**src/rtl/id_stage.sv**
```systemverilog
// MIPS32 instruction-decode stage: regfile read, EX/MEM forwarding, immediate
// extension and the ID/EX pipeline register with stall and flush control.

`ifndef TYPE_R
`define TYPE_R    2'b00
`define TYPE_I    2'b01
`endif
`ifndef ALUOP_OR
`define ALUOP_OR  2'b00
`define ALUOP_AND 2'b01
`define ALUOP_ADD 2'b10
`define ALUOP_SUB 2'b11
`endif

module id_stage #(
  parameter logic [31:0] RESET_PC = 32'h0000_0000
) (
  input  logic        clk,
  input  logic        rst,
  input  logic        id_valid,
  input  logic [31:0] id_inst,
  input  logic [31:0] id_pc,
  output logic        id_ready,
  output logic [4:0]  raddr1,
  output logic [4:0]  raddr2,
  input  logic [31:0] rf_rdata1,
  input  logic [31:0] rf_rdata2,
  input  logic        fw_ex_wreg,
  input  logic [4:0]  fw_ex_waddr,
  input  logic [31:0] fw_ex_wdata,
  input  logic        fw_mem_wreg,
  input  logic [4:0]  fw_mem_waddr,
  input  logic [31:0] fw_mem_wdata,
  input  logic        stall,
  input  logic        flush,
  output logic        ex_valid,
  output logic [31:0] ex_pc,
  output logic [1:0]  instr_type,
  output logic [1:0]  aluop,
  output logic [31:0] rdata1,
  output logic [31:0] rdata2,
  output logic [31:0] ext_imm,
  output logic        ex_wreg,
  output logic [4:0]  ex_waddr,
  output logic        ex_illegal
);

  localparam logic [5:0] OP_SPECIAL = 6'b000000;
  localparam logic [5:0] OP_ADDI    = 6'b001000;
  localparam logic [5:0] OP_ADDIU   = 6'b001001;
  localparam logic [5:0] OP_ANDI    = 6'b001100;
  localparam logic [5:0] OP_ORI     = 6'b001101;
  localparam logic [5:0] OP_LUI     = 6'b001111;

  localparam logic [5:0] FN_ADD  = 6'b100000;
  localparam logic [5:0] FN_ADDU = 6'b100001;
  localparam logic [5:0] FN_SUB  = 6'b100010;
  localparam logic [5:0] FN_SUBU = 6'b100011;
  localparam logic [5:0] FN_AND  = 6'b100100;
  localparam logic [5:0] FN_OR   = 6'b100101;

  logic [5:0]  op, funct;
  logic [4:0]  rs, rt, rd;
  logic [15:0] imm;

  assign op    = id_inst[31:26];
  assign rs    = id_inst[25:21];
  assign rt    = id_inst[20:16];
  assign rd    = id_inst[15:11];
  assign funct = id_inst[5:0];
  assign imm   = id_inst[15:0];

  assign raddr1   = rs;
  assign raddr2   = rt;
  assign id_ready = !stall;

  // Register $0 is hardwired to zero and must never pick up a forwarded value.
  logic [31:0] opnd1, opnd2;
  assign opnd1 = (rs == 5'd0)                          ? 32'd0 :
                 (fw_ex_wreg  && fw_ex_waddr  == rs)   ? fw_ex_wdata :
                 (fw_mem_wreg && fw_mem_waddr == rs)   ? fw_mem_wdata : rf_rdata1;
  assign opnd2 = (rt == 5'd0)                          ? 32'd0 :
                 (fw_ex_wreg  && fw_ex_waddr  == rt)   ? fw_ex_wdata :
                 (fw_mem_wreg && fw_mem_waddr == rt)   ? fw_mem_wdata : rf_rdata2;

  logic [1:0]  d_type, d_aluop;
  logic [31:0] d_imm;
  logic [4:0]  d_dest;
  logic        d_wen, d_illegal, d_zero_rs, d_wreg;

  always_comb begin
    // NOTE: every output gets a default first so no path can infer a latch.
    d_type    = `TYPE_I;
    d_aluop   = `ALUOP_OR;
    d_imm     = 32'd0;
    d_dest    = rt;
    d_wen     = 1'b0;
    d_illegal = 1'b0;
    d_zero_rs = 1'b0;
    unique case (op)
      OP_ORI:  begin d_imm = {16'd0, imm}; d_wen = 1'b1; end
      OP_ANDI: begin d_aluop = `ALUOP_AND; d_imm = {16'd0, imm}; d_wen = 1'b1; end
      OP_ADDI, OP_ADDIU: begin
        d_aluop = `ALUOP_ADD;
        d_imm   = {{16{imm[15]}}, imm};
        d_wen   = 1'b1;
      end
      OP_LUI:  begin d_imm = {imm, 16'd0}; d_zero_rs = 1'b1; d_wen = 1'b1; end
      OP_SPECIAL: begin
        if (id_inst != 32'd0) begin
          d_type = `TYPE_R;
          d_dest = rd;
          d_wen  = 1'b1;
          unique case (funct)
            FN_OR:           d_aluop = `ALUOP_OR;
            FN_AND:          d_aluop = `ALUOP_AND;
            FN_ADD, FN_ADDU: d_aluop = `ALUOP_ADD;
            FN_SUB, FN_SUBU: d_aluop = `ALUOP_SUB;
            default: begin
              d_type    = `TYPE_I;
              d_wen     = 1'b0;
              d_illegal = 1'b1;
            end
          endcase
        end
      end
      default: d_illegal = 1'b1;
    endcase
    d_wreg = d_wen && (d_dest != 5'd0);
  end

  // Flush loads the same bubble as reset; stall simply withholds the load.
  always_ff @(posedge clk) begin
    // NOTE: non-blocking assignments keep every register sampling pre-edge values.
    if (rst || flush) begin
      ex_valid   <= 1'b0;
      ex_pc      <= RESET_PC;
      instr_type <= `TYPE_I;
      aluop      <= `ALUOP_OR;
      rdata1     <= 32'd0;
      rdata2     <= 32'd0;
      ext_imm    <= 32'd0;
      ex_wreg    <= 1'b0;
      ex_waddr   <= 5'd0;
      ex_illegal <= 1'b0;
    end else if (!stall) begin
      ex_valid   <= id_valid;
      ex_pc      <= id_pc;
      instr_type <= d_type;
      aluop      <= d_aluop;
      rdata1     <= d_zero_rs ? 32'd0 : opnd1;
      rdata2     <= opnd2;
      ext_imm    <= d_imm;
      ex_wreg    <= id_valid && d_wreg;
      ex_waddr   <= d_dest;
      ex_illegal <= id_valid && d_illegal;
    end
  end

endmodule

```
**config.mk**
```make
export PLATFORM = sky130hd
export DESIGN_NAME = id_stage
export DESIGN_NICKNAME = d
export VERILOG_FILES = /design/src/rtl/id_stage.sv
export SDC_FILE = /design/constraint.sdc
export NUM_CORES = 1
export LEC_CHECK = 0
export ABC_CLOCK_PERIOD_IN_PS = 1950
export CAP_MARGIN = 20
export CELL_PAD_IN_SITES_DETAIL_PLACEMENT = 1
export CELL_PAD_IN_SITES_GLOBAL_PLACEMENT = 2
export CORE_MARGIN = 5
export CORE_UTILIZATION = 21
export DETAILED_ROUTE_END_ITERATION = 7
export PLACE_DENSITY_LB_ADDON = 0.08
export SLEW_MARGIN = 40
export SYNTH_ARGS = -nofsm -noshare
export SYNTH_HDL_FRONTEND = slang
export SYNTH_SLANG_ARGS = --single-unit
```
**constraint.sdc**
```tcl
create_clock -name clk -period 1.95 [get_ports clk]
set_input_delay 0.39 -clock clk [delete_from_list [all_inputs] [get_ports clk]]
set_output_delay 0.39 -clock clk [all_outputs]
set_load 0.005 [all_outputs]
```
### Cell sizes after repair, run 1

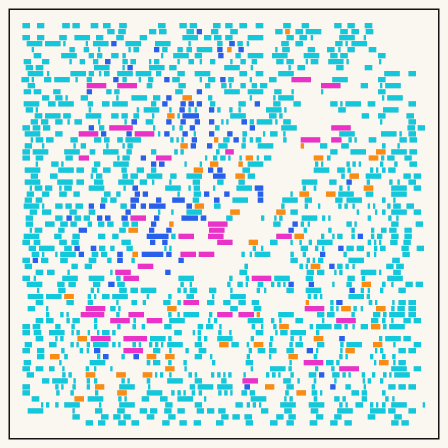
Key: drive 1 or less = cyan [cells 1078, share 84%]; drive 3 to 4 = blue [cells 111, share 8.6%]; drive 2 = orange [cells 57, share 4.4%]; drive 6 and up = magenta [cells 42, share 3.3%]

### Pin placement, run 1

Scale bar: 50 um. Pins as bars across the die edge, other pins in grey.
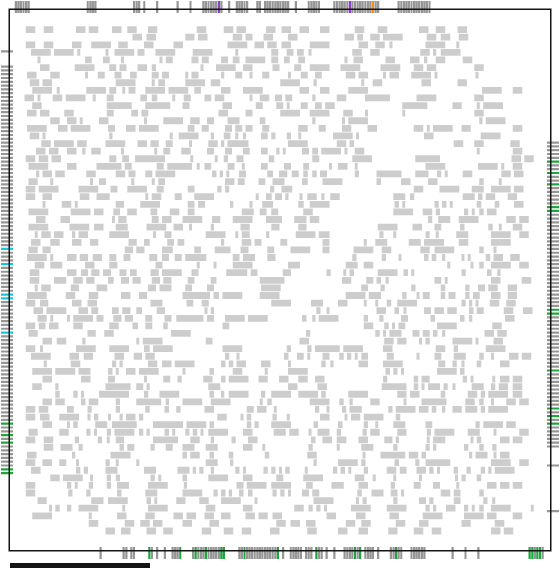
Key: fw_ex_wdata = green [pins 32, direction input, edge 16 bottom, 11 right, 5 left]; ex_valid = orange [pins 1, direction output, edge top]; aluop = purple [pins 2, direction output, edge top]; fw_ex_waddr = cyan [pins 5, direction input, edge left]
All pins by edge: 109 left, 88 bottom, 83 right, 80 top.

### Cell placement, run 1

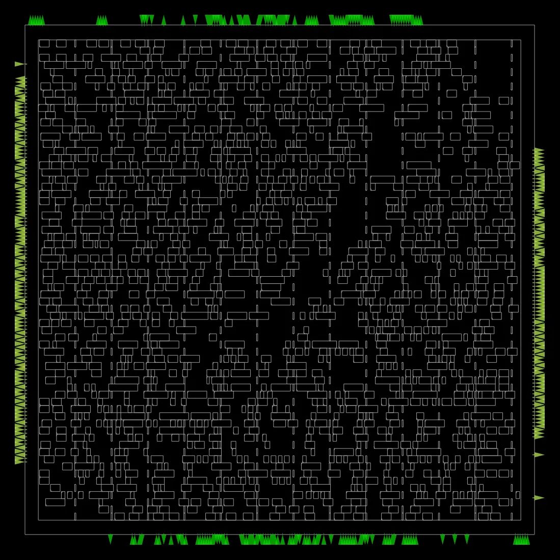
row count: 67
final cell count without fillers: 1740
final standard cell utilization of the core: 0.376

==> flow_summary.html <==
<h2>Implementation results</h2>
<table>
<tr><th>Metric</th><th>Value</th></tr>
<tr><th colspan="2">Power</th></tr>
<tr><td>Sw frac</td><td>0.257</td></tr>
<tr><th colspan="2">Min path</th></tr>
<tr><td>Hold Crit Class</td><td>input port to flip-flop</td></tr>
<tr><th colspan="2">Detailed routing</th></tr>
<tr><td>Overall via count from detail_route</td><td>8053</td></tr>
<tr><td>Avg Vias per Cell</td><td>4.63</td></tr>
<tr><td>Post-route ant nets</td><td>0</td></tr>
<tr><td>DRT Pass-1 Iters</td><td>4</td></tr>
<tr><td>Uppermost layer routed</td><td>met5</td></tr>
<tr><th colspan="2">Outcome</th></tr>
<tr><td>Status</td><td>complete, no violations</td></tr>
<tr><th colspan="2">Timing</th></tr>
<tr><td>Hold Worst Slack</td><td>0.356 ns</td></tr>
<tr><td>Setup repair after global routing missed its margin</td><td>true</td></tr>
<tr><th colspan="2">Synth</th></tr>
<tr><td>Post-synth top area share</td><td>0.394</td></tr>
<tr><td>Share of synthesized cell area in and-or and or-and compound cells</td><td>0.250</td></tr>
<tr><td>Post-synth EDFFs</td><td>0</td></tr>
<tr><td>Synth Area per Inst</td><td>8.08 um^2</td></tr>
<tr><td>Mapped Cells</td><td>874</td></tr>
<tr><td>Chip area estimate from yosys synthesis</td><td>7060 um^2</td></tr>
<tr><td>Biggest area consumer among synthesized cells</td><td>dfxtp_1</td></tr>
<tr><td>Floorplan Nets</td><td>1083</td></tr>
<tr><td>Fraction of the mapped netlist area in simple logic gates</td><td>0.215</td></tr>
<tr><td>Distinct cell type count after synthesis</td><td>48</td></tr>
<tr><th colspan="2">Critical path</th></tr>
<tr><td>Worst setup SP type</td><td>input port</td></tr>
<tr><td>Register-to-Register Setup Slack</td><td>1.21 ns</td></tr>
<tr><td>Worst EP arrival</td><td>2.17 ns</td></tr>
<tr><td>Required time reported for the critical path endpoint</td><td>2.27 ns</td></tr>
<tr><th colspan="2">Floorplan</th></tr>
<tr><td>Count of boundary I/O pins</td><td>360</td></tr>
<tr><th colspan="2">Clock network</th></tr>
<tr><td>Clock-pin slew reported for the worst setup and hold paths after clock tree synthesis</td><td>0.06 ns</td></tr>
<tr><th colspan="2">Global routing</th></tr>
<tr><td>Overflow left after global routing</td><td>0</td></tr>
<tr><th colspan="2">Finish</th></tr>
<tr><td>Area Overhead vs Synth</td><td>77.9%</td></tr>
<tr><th colspan="2">Flow run</th></tr>
<tr><td>OpenROAD warning count</td><td>27</td></tr>
</table>
run 1: metrics by stage:
stage | utilization | instance area [um^2] | worst slack [ns] | instances
after CTS | 0.373 | 12400 | 0.0174 | 1731
after global placement | 0.355 | 11800 | -0.496 | 1700
after detailed placement | 0.355 | 11800 | -0.504 | 1700
final | 0.376 | 12600 | 0.0948 | 1740
after global routing | 0.376 | 12600 | -0.0147 | 1738
after floorplan | - | 7060 | 0.197 | 874
run 1: cell families after synthesis:
kind of cell / Yosys count
other cells: 1
buf+inv: 92
simple gates: 330
xor+xnor: 20
flops: 139
compound gates: 258
mux: 34
run 1: power by group through the flow:
stage                     logic [mW]  clock network [mW]  registers, mW
after floorplan                0.495                   0           3.02
after global placement          1.50                   0           3.02
after detailed placement        1.50                   0           3.02
after CTS                       1.50                3.56           2.96
after global routing            1.61                3.65           2.97
final                           1.49                3.41           2.96
run 1: repair_timing:
item                                    in CTS  in global routing
pin swaps                                    0                  6
buffers inserted                             0                  4
endpoints found under the setup margin      15                 48
gates resized                               12                 16
hold buffers                                 0                  0
cloned                                       0                  1
run 1: critical path, stage by stage:
cell and delay [ns]:
clkdlybuf4s50_1 0.50, xnor2_1 0.13, nand4_1 0.17, or2_1 0.29
buf_12 0.17, buf_12 0.14, a211oi_1 0.26, o21ai_1 0.10
run 1: cell type report:
type,count,area [um^2],area share
Inverter,3,11.3,0.000897
Timing Repair Buffer,472,4680,0.373
Antenna cell,4,10.0,0.000797
Clock buffer,21,460,0.0367
Multi-Input combinational cell,643,3910,0.312
Clock inverter,10,143,0.0114
Sequential cell,139,2780,0.222
Tap cell,448,561,0.0446
run 1: routing by layer:
metal	track usage	vias up
li1	-	3883
met1	0.242	3897
met2	0.306	233
met3	0.0703	30
met4	0.0433	10
met5	0	-
run 1: flip-flops by register name, indices dropped and copies added, names as in the netlist:
register / flops
aluop: 2
ex_illegal: 1
ex_pc: 32
ex_valid: 1
ex_waddr: 5
ex_wreg: 1
ext_imm: 32
instr_type: 1
rdata1: 32
rdata2: 32
run 1: worst paths after layout:
| kind | from | to | cells after the start |
|---|---|---|---|
| min reg2reg | rdata1[17] | rdata1[17] | 2 |
| max reg2reg | ext_imm[1] | ext_imm[1] | 2 |
| min | stall | ext_imm[15] | 3 |
| max | fw_mem_waddr[3] | rdata1[5] | 8 |
run 1: layout by cell type, fill, tap and decap left out, drive strengths merged, types with 4 or more instances in the layout:
cell type        n
a211oi          63
a21o            16
a21oi            4
a22oi           31
buf            115
clkbuf          22
clkdlybuf4s50  341
clkinv           6
dfxtp          139
diode            4
dlygate4sd2     10
dlymetal6s2s     5
mux2i           34
nand2           78
nand3           67
nand4            4
nor2           150
nor3             8
nor4            11
o21ai          130
o2bb2ai          4
xnor2           12
xor2             8
Power and IR drop assume default switching activity.
